Placement by cell class:
Fill, decap, tap and diode cells in gray.
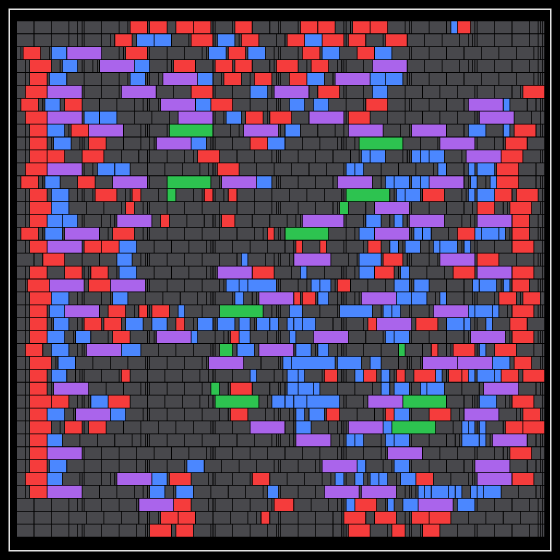
Clock wires, drivers and flops:
Scale bar: 20 um.
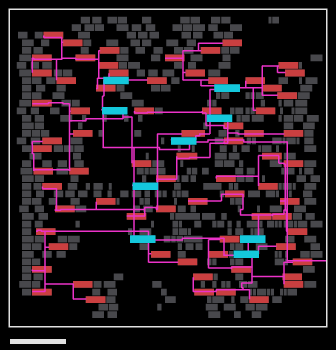
Routed metal, one color a layer:
Scale bar: 20 um. Only two layers are drawn.
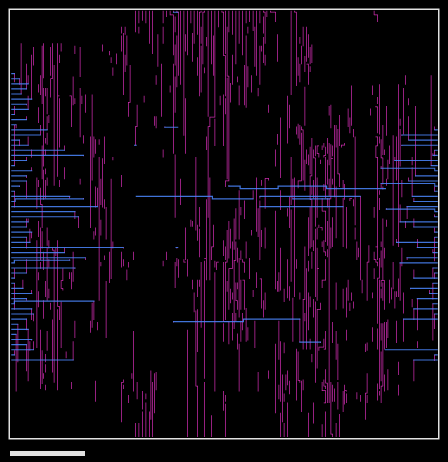
Sequential cells grouped by signal name:
Scale bar: 20 um.
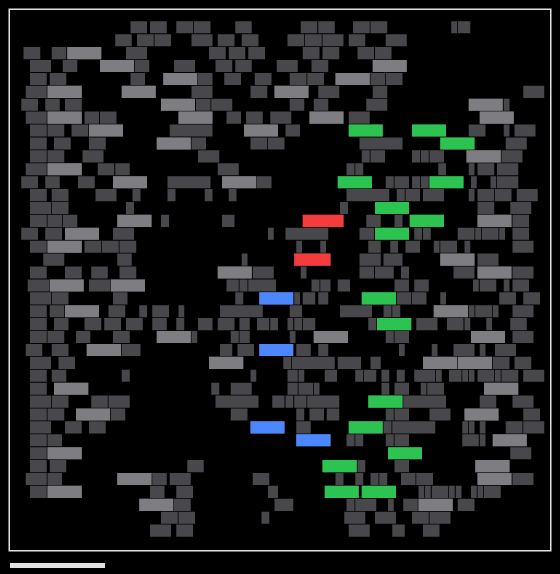
Clock nets:
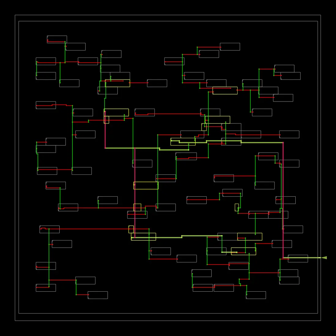
[src/rtl/lc3b_mem_pkg.sv]
// lc3b_mem_pkg -- shared definitions for the LC-3b memory arbiter.
//   state_t / ST_*   : arbiter FSM state encoding (IDLE, ACCESS, DONE)
//   SIZE_BYTE/WORD   : access size encoding on *_size and mem_size
//   OWN_CPU/OWN_DMA  : owner encoding for the granted port and last_grant
//   MEM_LAT_MAX      : largest supported memory access latency
//   access_addr()    : address presented to Memory for a given size
package lc3b_mem_pkg;

  typedef logic [1:0] state_t;

  localparam state_t ST_IDLE   = 2'd0;
  localparam state_t ST_ACCESS = 2'd1;
  localparam state_t ST_DONE   = 2'd2;

  localparam logic SIZE_BYTE = 1'b0;
  localparam logic SIZE_WORD = 1'b1;

  localparam logic OWN_CPU = 1'b0;
  localparam logic OWN_DMA = 1'b1;

  localparam int MEM_LAT_MAX = 15;

  // Word accesses always address the even byte; bytes pass through and
  // Memory picks the lane from addr[0].
  function automatic logic [15:0] access_addr(input logic [15:0] addr,
                                              input logic        size);
    access_addr = (size == SIZE_WORD) ? {addr[15:1], 1'b0} : addr;
  endfunction

endpackage

[src/rtl/mem_arb_pick.sv]
// mem_arb_pick -- combinational grant selection between CPU and DMA.
//   CPU_PRIO    : 1 = CPU wins ties, 0 = alternate against last_grant
//   cpu_req     : CPU request
//   dma_req     : DMA request
//   last_grant  : owner of the previous completed transfer
//   grant_vld   : at least one request present
//   grant_own   : owner to grant (OWN_CPU / OWN_DMA), valid with grant_vld
module mem_arb_pick
  import lc3b_mem_pkg::*;
#(
  parameter int CPU_PRIO = 1
) (
  input  logic cpu_req,
  input  logic dma_req,
  input  logic last_grant,
  output logic grant_vld,
  output logic grant_own
);

  always_comb begin
    grant_vld = cpu_req | dma_req;
    grant_own = OWN_CPU;
    if (cpu_req && dma_req) begin
      if (CPU_PRIO != 0) begin
        grant_own = OWN_CPU;
      end else begin
        grant_own = (last_grant == OWN_CPU) ? OWN_DMA : OWN_CPU;
      end
    end else if (dma_req) begin
      grant_own = OWN_DMA;
    end
  end

endmodule

[src/rtl/mem_arbiter.sv]
// mem_arbiter -- two-port (CPU / DMA) arbiter and access sequencer in
// front of the single LC-3b Memory block.
//   MEM_LAT   : memory access cycles per transfer (1..MEM_LAT_MAX)
//   CPU_PRIO  : 1 = CPU wins ties, 0 = round-robin
//   clk, reset                 : clock, synchronous active-high reset
//   cpu_req/write/size/addr/wdata : CPU request, held until cpu_ack
//   cpu_ack, cpu_rdata, cpu_err   : completion pulse, read data, misalign
//   dma_*                      : same set for the DMA / debug loader port
//   mem_en, mem_write, mem_size, mem_addr, mem_wdata : Memory drive
//   mem_rdata                  : Memory read data
// Build option: define MEM_ARB_ALIGN_CHECK_EN to reject odd-address word
// accesses with err=1 instead of forcing the address even.
module mem_arbiter
  import lc3b_mem_pkg::*;
#(
  parameter int MEM_LAT  = 2,
  parameter int CPU_PRIO = 1
) (
  input  logic        clk,
  input  logic        reset,
  input  logic        cpu_req,
  input  logic        cpu_write,
  input  logic        cpu_size,
  input  logic [15:0] cpu_addr,
  input  logic [15:0] cpu_wdata,
  output logic        cpu_ack,
  output logic [15:0] cpu_rdata,
  output logic        cpu_err,
  input  logic        dma_req,
  input  logic        dma_write,
  input  logic        dma_size,
  input  logic [15:0] dma_addr,
  input  logic [15:0] dma_wdata,
  output logic        dma_ack,
  output logic [15:0] dma_rdata,
  output logic        dma_err,
  output logic        mem_en,
  output logic        mem_write,
  output logic        mem_size,
  output logic [15:0] mem_addr,
  output logic [15:0] mem_wdata,
  input  logic [15:0] mem_rdata
);

  // Out-of-range latencies are clamped rather than wrapping the counter.
  localparam int LAT_EFF = (MEM_LAT < 1) ? 1 :
                           (MEM_LAT > MEM_LAT_MAX) ? MEM_LAT_MAX : MEM_LAT;
  localparam logic [3:0] CNT_LOAD = 4'(LAT_EFF - 1);

  state_t      state;
  logic        own;
  logic        last_grant;
  logic [3:0]  cnt;
  logic        lat_write;
  logic        lat_size;
  logic [15:0] lat_addr;
  logic [15:0] lat_wdata;
  logic        lat_err;
  logic [15:0] cpu_rdata_r;
  logic [15:0] dma_rdata_r;

  logic        grant_vld;
  logic        grant_own;
  logic        sel_write;
  logic        sel_size;
  logic [15:0] sel_addr;
  logic [15:0] sel_wdata;
  logic        sel_misalign;

  mem_arb_pick #(
    .CPU_PRIO (CPU_PRIO)
  ) u_pick (
    .cpu_req    (cpu_req),
    .dma_req    (dma_req),
    .last_grant (last_grant),
    .grant_vld  (grant_vld),
    .grant_own  (grant_own)
  );

  assign sel_write = (grant_own == OWN_CPU) ? cpu_write : dma_write;
  assign sel_size  = (grant_own == OWN_CPU) ? cpu_size  : dma_size;
  assign sel_addr  = (grant_own == OWN_CPU) ? cpu_addr  : dma_addr;
  assign sel_wdata = (grant_own == OWN_CPU) ? cpu_wdata : dma_wdata;

`ifdef MEM_ARB_ALIGN_CHECK_EN
  assign sel_misalign = (sel_size == SIZE_WORD) && sel_addr[0];
`else
  // Without the check lat_err never sets, so both err outputs stay 0.
  assign sel_misalign = 1'b0;
`endif

  always_ff @(posedge clk) begin
    if (reset) begin
      state       <= ST_IDLE;
      last_grant  <= OWN_DMA;
      own         <= OWN_CPU;
      cnt         <= 4'd0;
      lat_write   <= 1'b0;
      lat_size    <= 1'b0;
      lat_addr    <= 16'h0000;
      lat_wdata   <= 16'h0000;
      lat_err     <= 1'b0;
      cpu_rdata_r <= 16'h0000;
      dma_rdata_r <= 16'h0000;
    end else begin
      case (state)
        ST_IDLE: begin
          if (grant_vld) begin
            own       <= grant_own;
            lat_write <= sel_write;
            lat_size  <= sel_size;
            lat_addr  <= access_addr(sel_addr, sel_size);
            lat_wdata <= sel_wdata;
            lat_err   <= sel_misalign;
            cnt       <= CNT_LOAD;
            if (sel_misalign) begin
              // Rejected access: no Memory cycle, owner sees rdata 0.
              state <= ST_DONE;
              if (grant_own == OWN_CPU) begin
                cpu_rdata_r <= 16'h0000;
              end else begin
                dma_rdata_r <= 16'h0000;
              end
            end else begin
              state <= ST_ACCESS;
            end
          end
        end
        ST_ACCESS: begin
          if (cnt == 4'd0) begin
            if (!lat_write) begin
              if (own == OWN_CPU) begin
                cpu_rdata_r <= mem_rdata;
              end else begin
                dma_rdata_r <= mem_rdata;
              end
            end
            state <= ST_DONE;
          end else begin
            cnt <= cnt - 4'd1;
          end
        end
        ST_DONE: begin
          last_grant <= own;
          state      <= ST_IDLE;
        end
        default: begin
          state <= ST_IDLE;
        end
      endcase
    end
  end

  assign mem_en    = (state == ST_ACCESS);
  assign mem_write = mem_en & lat_write;
  assign mem_size  = lat_size;
  assign mem_addr  = lat_addr;
  assign mem_wdata = lat_wdata;

  assign cpu_ack   = (state == ST_DONE) && (own == OWN_CPU);
  assign dma_ack   = (state == ST_DONE) && (own == OWN_DMA);
  assign cpu_err   = cpu_ack & lat_err;
  assign dma_err   = dma_ack & lat_err;
  assign cpu_rdata = cpu_rdata_r;
  assign dma_rdata = dma_rdata_r;

endmodule

[config.mk]
export PLATFORM = sky130hd
export DESIGN_NAME = mem_arbiter
export DESIGN_NICKNAME = d
export VERILOG_FILES = /design/src/rtl/lc3b_mem_pkg.sv /design/src/rtl/mem_arb_pick.sv /design/src/rtl/mem_arbiter.sv
export SDC_FILE = /design/constraint.sdc
export NUM_CORES = 1
export LEC_CHECK = 0
export CAP_MARGIN = 0
export CORE_MARGIN = 1
export CORE_UTILIZATION = 25
export DETAILED_ROUTE_END_ITERATION = 7
export GPL_TIMING_DRIVEN = 0
export PLACE_DENSITY = 0.54
export SKIP_CTS_REPAIR_TIMING = 1
export SLEW_MARGIN = 0
export SYNTH_ARGS = -nofsm -noshare
export SYNTH_HDL_FRONTEND = slang
export SYNTH_SLANG_ARGS = --single-unit
export TNS_END_PERCENT = 50
[constraint.sdc]
create_clock -name clk -period 1.9 [get_ports clk]
set_clock_uncertainty 0.15 [all_clocks]
set_input_delay 0.285 -clock clk [delete_from_list [all_inputs] [get_ports clk]]
set_output_delay 0.285 -clock clk [all_outputs]
set_load 0.05 [all_outputs]
==> results_dict.tcl <==
# implementation run metrics
set metrics [dict create \
    htreeDepth 3 \
    power_w 0.00455 \
    comb_power_share_pct 29.1 \
    nNetsFinal 566 \
    cp.required_ns 1.46 \
    start_kind "flip-flop" \
    hp-class "in -> reg" \
    status "finished, final reports clean" \
    grt_antenna_before_repair 0 \
    rsz0062_at_grt "true" \
    die_x_um 114 \
    grt_max_degree 12 \
    tritoncts "built" \
    ys_ff 73 \
    drc 0 \
    drive_gt1_share_pct 11.5 \
    path_class "reg -> out" \
    synthCells 311 \
    yosysUniqueCellTypes 42 \
    io_pins 159 \
    path_clk_slew_ns 0.06 \
    io_buffer_count 155 \
    areaGrowthSynthToFinish_pct 71.6 \
    yosysWarnings 0 \
    slew_viol_final 0 \
    worstPathArrival_ns 1.40 \
    die_y_um 114 \
    die-area_um2 13000 \
    finalHoldViolations 0 \
    drt_iter0_markers 132 \
    fin_ws_ns 0.0663 \
]
## Picture notes: 'placement by cell class'
purple -> flops  # cells 73, share of their area 28%
blue -> combinational and other logic  # cells 210, share of their area 30%
red -> other buffers and delay cells  # cells 183, share of their area 36%
green -> clock drivers and dummy loads  # cells 14, share of their area 4.9%
fraction of area in registers: 27.3%
CORE AREA: 12100 um^2
Core Util, Final: 44.3%

## Picture notes: 'clock wires, drivers and flops'
red -> flip-flops  # count 73
cyan -> clock drivers  # count 9
magenta -> clock wires  # length 1140 um
routed clock nets = 10
flops lie = all over the die
Latency at later pin: 0.33 ns
clock share of power: 32.9%
Clk power: 0.00150 W

## Picture notes: 'routed metal, one color a layer'
magenta -> metal 2  # wire length 4600 um
blue -> metal 3  # wire length 831 um
final wirelength: 9780 um
vias: 2972
GRT Total Usage: 15.5%
drt wl/cell: 15.1 um

## Picture notes: 'sequential cells grouped by signal name'
blue -> cnt  # placed flops 4
red -> state  # placed flops 2
green -> cpu_rdata  # placed flops 16
not colored = 51
power in sequential cells: 0.00173 W
Reg area: 1470 um^2

## Picture notes: 'clock nets'
CTS Buf Count: 9
flop count: 73
# clock sinks: 73
final-layout clock buffer total: 10

## cell families (layout without fill, tap and decap cells)
family                   after synthesis  in the layout  synth area share (%)
adder cells (fa/ha/maj)                1              1                 0.400
other                                  1              2                 0.120
flip-flops                            73             73                  46.8
AND-OR/OR-AND                         81             81                  18.0
AND/OR/NAND/NOR                       70             70                  13.6
multiplexers                          49             49                  15.7
buffers and inverters                 36            204                  5.36
## synth_stat cells (all sizes together) (2+ instances only)
library cell	number	area (um^2)
o21ai	17	85.1
mux2i	48	480
or3	2	12.5
nor3b	3	38.8
dfxtp	73	1460
or2	2	12.5
clkbuf	9	33.8
nand4b	17	149
nor2	3	13.8
nand2	32	120
o2bb2ai	32	280
o221ai	2	17.5
a21oi	22	114
inv	6	22.5
a211oi	2	15.0
buf	20	108
nand3	2	10.0
## power by group through the flow
stage,logic (W),clock network (W),registers [W]
after floorplan,0.000410,0,0.00213
after global placement,0.00130,0,0.00176
after detailed placement,0.00132,0,0.00176
after CTS,0.00132,0.00155,0.00173
after global routing,0.00140,0.00162,0.00175
final,0.00132,0.00150,0.00173
## flip-flops by register name (all words and copies together), names as in the netlist
name / flops
cnt: 4
cpu_rdata: 16
dma_rdata: 16
lat_write: 1
mem_addr: 16
mem_size: 1
mem_wdata: 16
own: 1
state: 2
## worst max-delay path, stage by stage, from the launching register on
cell      delay [ns]
dfxtp_1         0.36
clkbuf_4        0.19
buf_4           0.17
and3b_1         0.18
buf_6           0.16
## metal layers
metal,GRT usage [%],vias up
met3,5.21,9
met4,5.02,0
li1,-,1470
met5,0,-
met1,18.4,1380
met2,26.1,113
## worst max path at each step
| stage | start | end | slack [ns] | cells after the start |
|---|---|---|---|---|
| global route | own | dma_ack | -0.03 | 4 |
| global placement | own | dma_ack | -0.57 | 4 |
| detailed placement | own | dma_ack | -0.57 | 4 |
| CTS | own | dma_ack | -0.94 | 4 |
| floorplan | state[1] | mem_write | -0.03 | 4 |
| finish | own | dma_ack | 0.07 | 4 |
## stage by stage
stage | std cells | util [%]
global route | 648 | 44.3
floorplan | 312 | -
global placement | 635 | 40.4
finish | 648 | 44.3
CTS | 649 | 42.5
detailed placement | 635 | 40.4
## layout make-up
| type | count | area (um^2) | share of cell area [%] |
|---|---|---|---|
| multi-input cells | 203 | 1540 | 28.7 |
| inverters | 7 | 26.3 | 0.490 |
| plain buffers | 28 | 158 | 2.94 |
| repair buffers | 155 | 1710 | 31.9 |
| flip-flops and latches | 73 | 1470 | 27.3 |
| clock inverters | 4 | 22.5 | 0.420 |
| clock buffers | 10 | 229 | 4.27 |
| well taps | 168 | 210 | 3.92 |
Power is estimated from default activity; no workload was simulated.
